===== config.mk =====
export PLATFORM = sky130hd
export DESIGN_NAME = sipo_shift_rx_flat
export DESIGN_NICKNAME = d
export VERILOG_FILES = /design/src/rtl/sipo_shift_rx_if.sv /design/src/rtl/sipo_shift_rx.sv /design/src/flat_wrapper.sv
export SDC_FILE = /design/constraint.sdc
export NUM_CORES = 1
export LEC_CHECK = 0
export CAP_MARGIN = 20
export CORE_UTILIZATION = 40
export CTS_BUF_LIST = sky130_fd_sc_hd__clkbuf_8
export CTS_CLUSTER_DIAMETER = 40
export DETAILED_ROUTE_END_ITERATION = 10
export GPL_ROUTABILITY_DRIVEN = 0
export GPL_TIMING_DRIVEN = 0
export PLACE_DENSITY = 0.67
export SYNTH_ARGS = -nofsm -noshare
export SYNTH_HDL_FRONTEND = slang
export SYNTH_SLANG_ARGS = --single-unit

===== constraint.sdc =====
create_clock -name clk -period 2 [get_ports clk]
set_input_delay 0.4 -clock clk [delete_from_list [all_inputs] [get_ports clk]]
set_output_delay 0.4 -clock clk [all_outputs]
set_load 0.05 [all_outputs]

===== src/rtl/sipo_shift_rx_if.sv =====
// rtl/sipo_shift_rx_if.sv - serial-in and parallel handshake bundle for sipo_shift_rx
interface sipo_shift_rx_if #(
  parameter int WIDTH = 8
);
  logic             serial_in;
  logic             shift_en;
  logic             frame_start;
  logic             par_ready;
  logic [WIDTH-1:0] par_out;
  logic             par_valid;
  logic             busy;
  logic             overrun;
  logic             parity_err;

  // receiver side: consumes serial bits and ready, produces the parallel word
  modport master (
    input  serial_in, shift_en, frame_start, par_ready,
    output par_out, par_valid, busy, overrun, parity_err
  );

  // link/consumer side
  modport slave (
    output serial_in, shift_en, frame_start, par_ready,
    input  par_out, par_valid, busy, overrun, parity_err
  );
endinterface


===== src/rtl/sipo_shift_rx.sv =====
// rtl/sipo_shift_rx.sv - serial-in/parallel-out word receiver, optional even parity via SIPO_PARITY_EN
module sipo_shift_rx #(
  parameter int WIDTH     = 8,
  parameter bit MSB_FIRST = 1'b1
) (
  input  logic           clk,
  input  logic           rst_n,
  sipo_shift_rx_if.master bus
);

  localparam int CW = $clog2(WIDTH + 1);

  typedef enum logic [1:0] {
    IDLE   = 2'd0,
    SHIFT  = 2'd1,
    PARITY = 2'd2
  } state_t;

  state_t           state_q, state_d;
  logic [WIDTH-1:0] sr_q, sr_d;
  logic [CW-1:0]    cnt_q, cnt_d;
  logic [WIDTH-1:0] par_q, par_d;
  logic             valid_q, valid_d;
  logic             ovr_q, ovr_d;

  logic [WIDTH-1:0] shift_base;
  logic [WIDTH-1:0] shifted;
  logic             load;
  logic [WIDTH-1:0] load_word;

`ifdef SIPO_PARITY_EN
  logic perr_q, perr_d;
  logic load_perr;
`endif

  // next shift-register image: a frame_start bit always begins from an empty register
  always_comb begin
    shift_base = bus.frame_start ? '0 : sr_q;
    if (MSB_FIRST)
      shifted = {shift_base[WIDTH-2:0], bus.serial_in};
    else
      shifted = {bus.serial_in, shift_base[WIDTH-1:1]};
  end

  // state register and datapath registers
  always_ff @(posedge clk or negedge rst_n) begin
    if (!rst_n) begin
      state_q <= IDLE;
      sr_q    <= '0;
      cnt_q   <= '0;
      par_q   <= '0;
      valid_q <= 1'b0;
      ovr_q   <= 1'b0;
`ifdef SIPO_PARITY_EN
      perr_q  <= 1'b0;
`endif
    end else begin
      state_q <= state_d;
      sr_q    <= sr_d;
      cnt_q   <= cnt_d;
      par_q   <= par_d;
      valid_q <= valid_d;
      ovr_q   <= ovr_d;
`ifdef SIPO_PARITY_EN
      perr_q  <= perr_d;
`endif
    end
  end

  // frame FSM: bit capture, resync on frame_start, word completion
  always_comb begin
    state_d   = state_q;
    sr_d      = sr_q;
    cnt_d     = cnt_q;
    load      = 1'b0;
    load_word = shifted;
`ifdef SIPO_PARITY_EN
    load_perr = 1'b0;
`endif
    if (bus.shift_en) begin
      case (state_q)
        IDLE: begin
          if (bus.frame_start) begin
            sr_d    = shifted;
            cnt_d   = CW'(1);
            state_d = SHIFT;
          end
        end
        SHIFT: begin
          if (bus.frame_start) begin
            sr_d  = shifted;
            cnt_d = CW'(1);
          end else if (cnt_q == CW'(WIDTH - 1)) begin
            sr_d = shifted;
`ifdef SIPO_PARITY_EN
            cnt_d   = CW'(WIDTH);
            state_d = PARITY;
`else
            load    = 1'b1;
            cnt_d   = '0;
            state_d = IDLE;
`endif
          end else begin
            sr_d  = shifted;
            cnt_d = cnt_q + CW'(1);
          end
        end
`ifdef SIPO_PARITY_EN
        PARITY: begin
          if (bus.frame_start) begin
            sr_d    = shifted;
            cnt_d   = CW'(1);
            state_d = SHIFT;
          end else begin
            load      = 1'b1;
            load_word = sr_q;
            load_perr = (^sr_q) != bus.serial_in;
            cnt_d     = '0;
            state_d   = IDLE;
          end
        end
`endif
        default: begin
          state_d = IDLE;
          cnt_d   = '0;
        end
      endcase
    end
  end

  // parallel handshake: a completing word always loads; overrun if the old one was not taken
  always_comb begin
    par_d   = load ? load_word : par_q;
    valid_d = load | (valid_q & ~bus.par_ready);
    ovr_d   = load & valid_q & ~bus.par_ready;
`ifdef SIPO_PARITY_EN
    perr_d  = load ? load_perr : perr_q;
`endif
  end

  assign bus.par_out    = par_q;
  assign bus.par_valid  = valid_q;
  assign bus.overrun    = ovr_q;
  assign bus.busy       = (state_q != IDLE);
`ifdef SIPO_PARITY_EN
  assign bus.parity_err = perr_q;
`else
  assign bus.parity_err = 1'b0;
`endif

endmodule

===== src/flat_wrapper.sv =====
// flat-port wrapper written by rule: the top's interface ports become plain ports
module sipo_shift_rx_flat 
#(
  parameter int WIDTH     = 8,
  parameter bit MSB_FIRST = 1'b1
)
  (clk, rst_n, bus_serial_in, bus_shift_en, bus_frame_start, bus_par_ready, bus_par_out, bus_par_valid, bus_busy, bus_overrun, bus_parity_err);
  sipo_shift_rx_if #(.WIDTH(WIDTH)) bus_i ();
  input  logic clk;
  input  logic rst_n;
  input wire logic [$bits(bus_i.serial_in)-1:0] bus_serial_in;
  input wire logic [$bits(bus_i.shift_en)-1:0] bus_shift_en;
  input wire logic [$bits(bus_i.frame_start)-1:0] bus_frame_start;
  input wire logic [$bits(bus_i.par_ready)-1:0] bus_par_ready;
  output wire logic [$bits(bus_i.par_out)-1:0] bus_par_out;
  output wire logic [$bits(bus_i.par_valid)-1:0] bus_par_valid;
  output wire logic [$bits(bus_i.busy)-1:0] bus_busy;
  output wire logic [$bits(bus_i.overrun)-1:0] bus_overrun;
  output wire logic [$bits(bus_i.parity_err)-1:0] bus_parity_err;
  assign bus_i.serial_in = bus_serial_in;
  assign bus_i.shift_en = bus_shift_en;
  assign bus_i.frame_start = bus_frame_start;
  assign bus_i.par_ready = bus_par_ready;
  assign bus_par_out = bus_i.par_out;
  assign bus_par_valid = bus_i.par_valid;
  assign bus_busy = bus_i.busy;
  assign bus_overrun = bus_i.overrun;
  assign bus_parity_err = bus_i.parity_err;
  sipo_shift_rx #(.WIDTH(WIDTH), .MSB_FIRST(MSB_FIRST)) u_core (.clk(clk), .rst_n(rst_n), .bus(bus_i));
endmodule

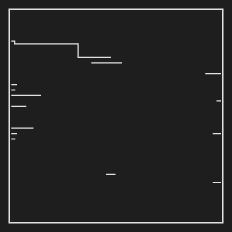
Fig. 1. Metal 3.
Drawn at 4 px/um.
The wires run mostly horizontal. The layer carries 65.6 um of wire. The layer holds 3.8% of the routed length. The longest straight run is 15.9 um.
Global Route met3 Usage: 4.598%
routed vias: 625
Routed Wire Length: 1716 um

==> results.cfg <==
; implementation run metrics
[outcome]
run_status = complete, no violations

[setup_path]
max_stage_delay_ps = 820
timing.setup.critical_path_class = reg2out
crit_path_start = u_core.bus.par_out[2]
cp_cell_sequence = clkdlybuf4s50_1
critPathMaxFanout = 2
path_buffers = 1
critical_path_required_ps = 1600
timing.critical_path.slowest_stage_cell = sky130_fd_sc_hd__clkdlybuf4s50_1
critPathCaptureType = output pin
critical-path-top-delay-family = buffers and inverters
worst-endpoint-arrival_ps = 1460
rr_startpoint = u_core.cnt_q[0]
critical_path.startpoint_type = flip-flop

[clocking]
h-tree-depth = 1
cts_bufs_inserted = 3
post-cts-setup-buffer-count = 0
cts_resized = 0
post_cts_hold_buffer_count = 0
tritoncts = yes
clk_pin_slew_ps = 90
cts-root-buf = sky130_fd_sc_hd__clkbuf_8
cts.path.max_buffers = 2
clkLatencyLatePin_ps = 270
numClockSinks = 22

[place]
post-place-cells = 121
place_area_um2 = 1227
port_buffer_count = 15
dpl.hpwl_um = 1146

[sta]
grt_setup_unrepaired = false
layout_min_cycle_time_ps = 1862
finalCritPeriodShare_pct = 93.09
hold_ws_ps = 362.7
fin_skew_ps = 6.707
maxClockFrequency_mhz = 537.1
slew_headroom_pct = 65.91
timing.final.max_slew_violations = 0
tightest_slew_ps = 509.8
setup_viol = 0
timing_hold_violations_final = 0
fin_tns_setup_ps = 0
fin_ws_ps = 138.3

[logic_synthesis]
post-synth-top-area-cell = sky130_fd_sc_hd__dfrtp_1
syn_nets = 83
yosys.area_share.xor_xnor_pct = 0.8424
top_cell_area_share_pct = 52.95
top_cell = sky130_fd_sc_hd__dfrtp_1
synth_area_um2 = 1040
post_synth_and_or_nand_nor_area_fraction_pct = 13.12
synth_adder_area_share_pct = 1.203
post_synth_main_logic_family = multiplexers
synthTopCellsByArea = sky130_fd_sc_hd__dfrtp_1 53%, sky130_fd_sc_hd__mux2_4 10%, sky130_fd_sc_hd__mux2_2 8.7%
synth.yosys.num_cells = 76
async_flop_share_pct = 100.0
syn_inst = 76
yosys_warnings = 0
ys_seq_share_pct = 52.95
yosysChipArea_um2 = 1040
post_synth_most_frequent_cells = 22 x sky130_fd_sc_hd__dfrtp_1, 8 x sky130_fd_sc_hd__mux2_2, 7 x sky130_fd_sc_hd__mux2_4, 7 x sky130_fd_sc_hd__nor2b_1
area_fraction_in_mux_cells_pct = 18.77
flop_cell = sky130_fd_sc_hd__dfrtp_1
synth-compound-area-share_pct = 7.220
synth.lib_cells_used.distinct = 26
synthesis.area_per_instance_um2 = 13.68
post_synth_tally_of_flip_flops_with_integrated_enable = 0
synth_flops = 22

[drt]
dr.pass1.iters = 6
avgRoutedWirePerCell_um = 13.62
avgViaCountPerCell = 4.960
detail_route.drc_violations = 0
route.antenna.remaining_nets = 0
detailedRoute.firstIterationViolations = 3

[worst_hold_path]
hp-class = in2reg
worstHoldStart = bus_shift_en

[finish]
antenna-diode-count = 0
multiInputGateArea_um2 = 431.7
layout.nonclk_buf_share_pct = 16.89
num-multi-input-gates = 46
ff_count = 22
most_numerous_logic_cell_after_layout = sky130_fd_sc_hd__dfrtp_1
final_layout_fill_cell_count = 219
layoutNonFillerInstCount = 126
non_clock_buffer_count = 21
fraction_of_area_in_multi_input_gates_pct = 32.55
final_cell_utilization_of_the_core_pct = 53.54
seq-cell-share_pct = 41.51
design_area_um2 = 1326
inverters_excl_clock = 3
final_layout_top_logic_cells = 22 x sky130_fd_sc_hd__dfrtp_1, 15 x sky130_fd_sc_hd__clkdlybuf4s50_1, 8 x sky130_fd_sc_hd__mux2_2
seq_area_um2 = 550.5
nets = 104
layout.cells.largest_class = sequential cells
clock_buffer_cells = 3
fraction_of_layout_instances_using_a_drive_strength_above_1_pct = 34.38

[floorplanning]
chip_area_um2 = 2807
floorplan.rows = 18
ios = 18
die_width_um = 52.99
tap-cell-count = 30
placeableCoreArea_um2 = 2477
floorplan.initialDensity_pct = 41.97
die_h_um = 52.99

[pwr]
power_leader = registers
total_net_switching_power_mw = 0.3926
total_power_mw = 1.324
pwr.group.sequential_mw = 0.549
powerComb_mw = 0.354
p_leak_nw = 0.6281
cell_internal_pwr_mw = 0.9319
share_seq_of_total_power_pct = 41.4
power.share.switching_pct = 29.64
cellPowerDensity_nw_per_um2 = 998.6
power.clock.fraction_pct = 31.9
ir_drop_v = 0.0008045
clockNetworkPower_mw = 0.422
comb_power_share_pct = 26.7

[global_routing]
grt_max_degree = 23
number_of_antenna_violations_at_the_first_check_in_global_routing = 0
first_global_vias = 590
grt-ovfl-total = 0
global_route.usage.total_pct = 14.34
grt_pass1_wl_um = 2780

[job]
warnings = 26
cap_viol_max_count = 0
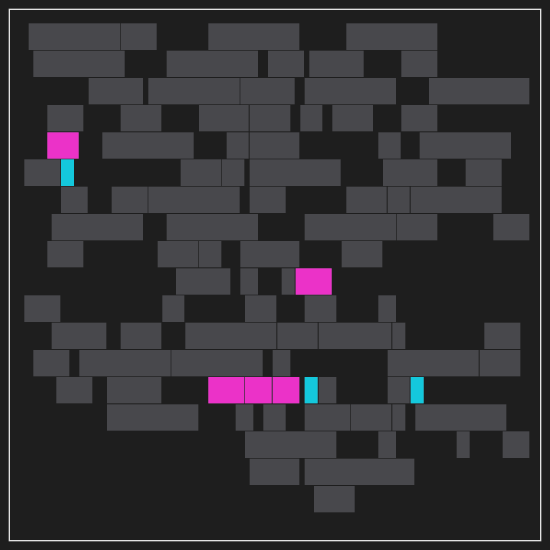
Fig. 2. Logic cells by family.
Drawn at 10 px/um.
Key: magenta = AND-OR and OR-AND gates [cells 5]; cyan = inverters [cells 3]

[final timing paths]
kind                       cells after the start                    end  slack (ps)
max                                            1         bus_par_out[2]         140
min                                            2        u_core.cnt_q[2]         360
max reg2reg                                    5  u_core.bus.par_out[2]         450
min reg2reg                                    1         u_core.sr_q[6]         500
max in group asynchronous                      2        u_core.cnt_q[1]        1220
min in group asynchronous                      1  u_core.bus.par_out[6]         380
[metal layers]
layer	track usage [%]	wire length (um)	vias up
met1	16.93	803	310
met2	22.78	819	15
met4	7.895	27	0
met5	0	0	-
li1	-	-	298
met3	4.598	65	2
[registers in the layout (all words and copies together) (netlist names)]
| signal | cells |
|---|---|
| u_core.bus.par_valid | 1 |
| u_core.bus.par_out | 8 |
| u_core.bus.overrun | 1 |
| u_core.sr_q | 7 |
| u_core.state_q | 1 |
| u_core.cnt_q | 4 |
